Routed metal, one colour a layer:
Two of the layers only.
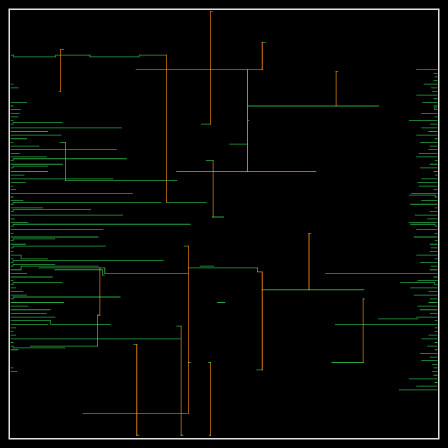
Clock network drawn from the DEF:
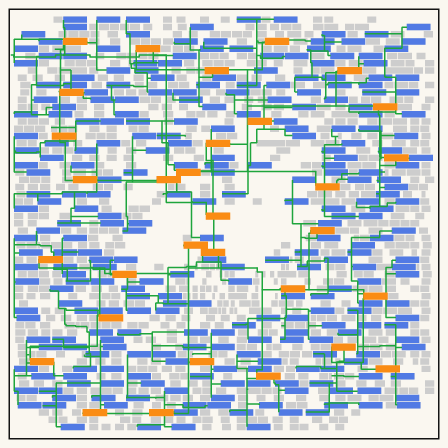
Cell classes on the final placement:
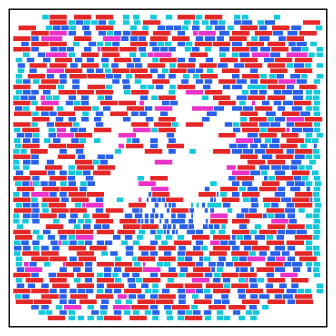
Ports around the boundary:
Pins as bars across the die edge, other pins in grey.
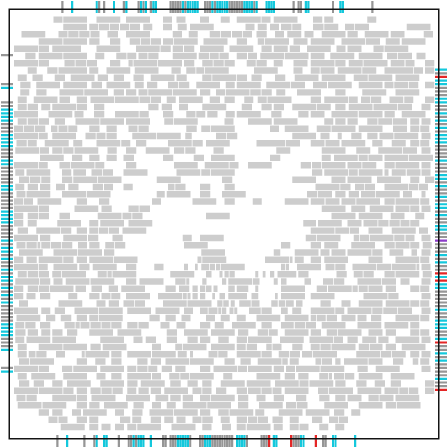
Congestion heat map:
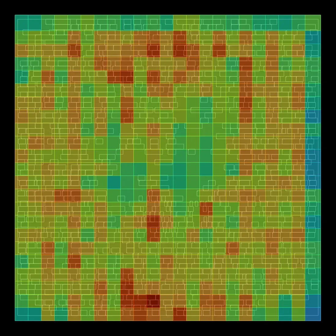
[src/rtl/pipe_pkg.sv]
// Shared definitions for the in-order pipeline stage registers.
// Holds the control-bit positions inside the control bundle, the default
// bundle widths and the occupancy encoding reported by each stage.
package pipe_pkg;

  localparam int CTRL_W_DEF = 8;
  localparam int DATA_W_DEF = 128;

  // Bit positions inside the control bundle
  localparam int CTRL_REGWRITE  = 0;
  localparam int CTRL_MEMTOREG  = 1;
  localparam int CTRL_MEMREAD   = 2;
  localparam int CTRL_MEMWRITE  = 3;
  localparam int CTRL_ALUSRC    = 4;
  localparam int CTRL_BRANCH    = 5;
  localparam int CTRL_ALUOP_LSB = 6;

  typedef enum logic [1:0] {
    OCC_EMPTY = 2'd0,
    OCC_ONE   = 2'd1,
    OCC_TWO   = 2'd2
  } occ_e;

endpackage

[src/rtl/pipe_entry_reg.sv]
// Single pipeline entry: valid bit plus control and data bundles.
// Ports:
//   clk_i, rst_i   clock, async active-high reset (clears valid, ctrl, data)
//   load_i         capture ctrl_i/data_i and mark the entry valid
//   clr_i          drop the entry (valid cleared, data held); wins over load_i
//   ctrl_i/data_i  incoming bundles
//   vld_o          entry valid
//   ctrl_o         control bundle, forced to zero while the entry is invalid
//   data_o         data bundle as last loaded
module pipe_entry_reg
  import pipe_pkg::*;
#(
  parameter int CTRL_W = CTRL_W_DEF,
  parameter int DATA_W = DATA_W_DEF
) (
  input  logic              clk_i,
  input  logic              rst_i,
  input  logic              load_i,
  input  logic              clr_i,
  input  logic [CTRL_W-1:0] ctrl_i,
  input  logic [DATA_W-1:0] data_i,
  output logic              vld_o,
  output logic [CTRL_W-1:0] ctrl_o,
  output logic [DATA_W-1:0] data_o
);

  logic              vld_p0;
  logic [CTRL_W-1:0] ctrl_p0;
  logic [DATA_W-1:0] data_p0;

  // Stage p0: entry register
  always_ff @(posedge clk_i or posedge rst_i) begin
    if (rst_i) begin
      vld_p0  <= 1'b0;
      ctrl_p0 <= '0;
      data_p0 <= '0;
    end else if (clr_i) begin
      vld_p0 <= 1'b0;
    end else if (load_i) begin
      vld_p0  <= 1'b1;
      ctrl_p0 <= ctrl_i;
      data_p0 <= data_i;
    end
  end

  assign vld_o  = vld_p0;
  // A bubble must never carry live control bits downstream.
  assign ctrl_o = vld_p0 ? ctrl_p0 : '0;
  assign data_o = data_p0;

endmodule

[src/rtl/pipe_stage_skid.sv]
// Elastic pipeline-stage register with valid/ready handshake, optional
// 2-entry skid buffer, synchronous flush and a saturating flush-drop counter.
// Ports:
//   clk_i, rst_i                       clock, async active-high reset
//   in_valid_i/in_ready_o              upstream handshake
//   in_ctrl_i/in_data_i                upstream bundles
//   out_valid_o/out_ready_i            downstream handshake
//   out_ctrl_o/out_data_o              downstream bundles (ctrl zero when idle)
//   flush_i                            discard everything held and incoming
//   occ_o                              occupancy 0..2
//   drop_cnt_o                         saturating count of flushed entries
module pipe_stage_skid
  import pipe_pkg::*;
#(
  parameter int CTRL_W = CTRL_W_DEF,
  parameter int DATA_W = DATA_W_DEF,
  parameter bit SKID   = 1'b1,
  parameter int CNT_W  = 8
) (
  input  logic              clk_i,
  input  logic              rst_i,
  input  logic              in_valid_i,
  output logic              in_ready_o,
  input  logic [CTRL_W-1:0] in_ctrl_i,
  input  logic [DATA_W-1:0] in_data_i,
  output logic              out_valid_o,
  input  logic              out_ready_i,
  output logic [CTRL_W-1:0] out_ctrl_o,
  output logic [DATA_W-1:0] out_data_o,
  input  logic              flush_i,
  output logic [1:0]        occ_o,
  output logic [CNT_W-1:0]  drop_cnt_o
);

  function automatic logic [CNT_W-1:0] sat_add(input logic [CNT_W-1:0] a,
                                               input logic [1:0]       b);
    logic [CNT_W:0] s;
    s = {1'b0, a} + (CNT_W+1)'(b);
    if (s[CNT_W]) return '1;
    return s[CNT_W-1:0];
  endfunction

  logic              in_xfer, out_xfer;
  logic              main_vld, skid_vld;
  logic              main_load, main_clr;
  logic [CTRL_W-1:0] main_ctrl_d;
  logic [DATA_W-1:0] main_data_d;
  logic [1:0]        drop_n;
  logic [CNT_W-1:0]  drop_cnt_p0;
  occ_e              occ;

  assign in_xfer     = in_valid_i & in_ready_o;
  assign out_xfer    = main_vld & out_ready_i;
  assign out_valid_o = main_vld;

  pipe_entry_reg #(.CTRL_W(CTRL_W), .DATA_W(DATA_W)) u_main (
    .clk_i  (clk_i),
    .rst_i  (rst_i),
    .load_i (main_load),
    .clr_i  (main_clr),
    .ctrl_i (main_ctrl_d),
    .data_i (main_data_d),
    .vld_o  (main_vld),
    .ctrl_o (out_ctrl_o),
    .data_o (out_data_o)
  );

  if (SKID) begin : g_skid
    logic              skid_load, skid_clr, from_skid;
    logic [CTRL_W-1:0] skid_ctrl;
    logic [DATA_W-1:0] skid_data;

    always_comb begin
      main_load = 1'b0;
      main_clr  = 1'b0;
      skid_load = 1'b0;
      skid_clr  = 1'b0;
      from_skid = 1'b0;
      if (flush_i) begin
        main_clr = 1'b1;
        skid_clr = 1'b1;
      end else if (!main_vld) begin
        main_load = in_xfer;
      end else if (out_xfer) begin
        if (skid_vld) begin
          // Oldest waiting entry moves up; input is blocked while skid is full.
          main_load = 1'b1;
          from_skid = 1'b1;
          skid_clr  = 1'b1;
        end else if (in_xfer) begin
          main_load = 1'b1;
        end else begin
          main_clr = 1'b1;
        end
      end else begin
        skid_load = in_xfer;
      end
    end

    assign main_ctrl_d = from_skid ? skid_ctrl : in_ctrl_i;
    assign main_data_d = from_skid ? skid_data : in_data_i;

    pipe_entry_reg #(.CTRL_W(CTRL_W), .DATA_W(DATA_W)) u_skid (
      .clk_i  (clk_i),
      .rst_i  (rst_i),
      .load_i (skid_load),
      .clr_i  (skid_clr),
      .ctrl_i (in_ctrl_i),
      .data_i (in_data_i),
      .vld_o  (skid_vld),
      .ctrl_o (skid_ctrl),
      .data_o (skid_data)
    );

    // Ready depends only on flop state, so it breaks the ready timing path.
    assign in_ready_o = ~skid_vld;
  end else begin : g_noskid
    assign skid_vld    = 1'b0;
    assign in_ready_o  = ~main_vld | out_ready_i;
    assign main_ctrl_d = in_ctrl_i;
    assign main_data_d = in_data_i;

    always_comb begin
      main_load = in_xfer & ~flush_i;
      main_clr  = flush_i | (out_xfer & ~in_xfer);
    end
  end

  always_comb begin
    case ({skid_vld, main_vld})
      2'b01:   occ = OCC_ONE;
      2'b11:   occ = OCC_TWO;
      default: occ = OCC_EMPTY;
    endcase
  end
  assign occ_o = occ;

  // An entry leaving through the output port in the flush cycle is delivered,
  // not dropped.
  assign drop_n = {1'b0, main_vld & ~out_ready_i} + {1'b0, skid_vld} + {1'b0, in_xfer};

  // Stage p0: flush-drop counter
  always_ff @(posedge clk_i or posedge rst_i) begin
    if (rst_i) begin
      drop_cnt_p0 <= '0;
    end else if (flush_i) begin
      drop_cnt_p0 <= sat_add(drop_cnt_p0, drop_n);
    end
  end
  assign drop_cnt_o = drop_cnt_p0;

endmodule

[config.mk]
export PLATFORM = sky130hd
export DESIGN_NAME = pipe_stage_skid
export DESIGN_NICKNAME = d
export VERILOG_FILES = /design/src/rtl/pipe_pkg.sv /design/src/rtl/pipe_entry_reg.sv /design/src/rtl/pipe_stage_skid.sv
export SDC_FILE = /design/constraint.sdc
export NUM_CORES = 1
export LEC_CHECK = 0
export CAP_MARGIN = 20
export CORE_UTILIZATION = 51
export DETAILED_ROUTE_END_ITERATION = 12
export PLACE_DENSITY = 0.81
export RECOVER_POWER = 50
export SLEW_MARGIN = 5
export SYNTH_ARGS = -nofsm -noshare
export SYNTH_HDL_FRONTEND = slang
export SYNTH_SLANG_ARGS = --single-unit
[constraint.sdc]
create_clock -name clk_i -period 11.95 [get_ports clk_i]
set_clock_uncertainty 0.05 [all_clocks]
set_input_delay 2.39 -clock clk_i [delete_from_list [all_inputs] [get_ports clk_i]]
set_output_delay 2.39 -clock clk_i [all_outputs]
set_load 0.02 [all_outputs]
==> qor.csv <==
metric;value;unit
final worst setup slack;5.471;ns
Final Setup Violations;0;
Int Pwr;2.202;mW
nets;1228;
Syn Area/Cell;15.87;um2
CTS tree;yes;
number of buffers and inverters on the critical path;2;
total number of vias;7453;
max_cap viols;3;
Mux area share;38.62;%
Setup crit end;g_skid.u_skid.data_o[61];
Reg clk slew, reported paths;0.06;ns
logic share of the area;31.30;%
Max-area cell share;55.43;%
Comb gate area;5251;um2
Combinational Gates;466;
placeable core area;24390;um2
Max Slew Vio Count;219;
part of the cycle the worst path needs;54.22;%
clock power share;32.2;%
register share of total power;43.5;%
Final HPWL DP;16930;um
status;complete, but fails checks;
Die Area;25600;um2
CP max stage delay;2.81;ns
crit path max fanout;68;
Slew headroom;-166.3;%
Post-DRT Antenna Nets;0;
fin area;16780;um2
Worst Tran Pin Value;3.995;ns
WL met2;12260;um
post-cts sizing count;0;
failing checks;max-capacitance violations, max-slew violations;
P_sw;0.8303;mW
P_seq;1.32;mW
## Picture notes: 'routed metal, one colour a layer'
Key: green = metal 3 [wire length 2160 um]; orange = metal 4 [wire length 489 um]

## Picture notes: 'clock network drawn from the DEF'
Key: blue = flip-flops [count 282]; orange = clock drivers [count 31]; green = clock wires [length 3410 um]
There are 32 routed clock nets. Position of the flops: all over the die.

## Picture notes: 'cell classes on the final placement'
Key: magenta = clock drivers and dummy loads [cells 57]; blue = combinational and other logic [cells 471]; cyan = remaining buffers and delay cells [cells 297]; red = sequential cells [cells 282]

## Picture notes: 'ports around the boundary'
Key: cyan = `in_data_i` [pins 128, direction input, edge 34 right, 33 left, 33 top, 28 bottom]; red = `in_ctrl_i` [pins 8, direction input, edge 5 right, 3 bottom]; purple = `in_valid_i` [pins 1, direction input, edge right]

## Picture notes: 'congestion heat map'
M2 GR Usage: 32.98%
Total Routing Usage GR: 20.69%

Power is estimated from default activity; no workload was simulated.
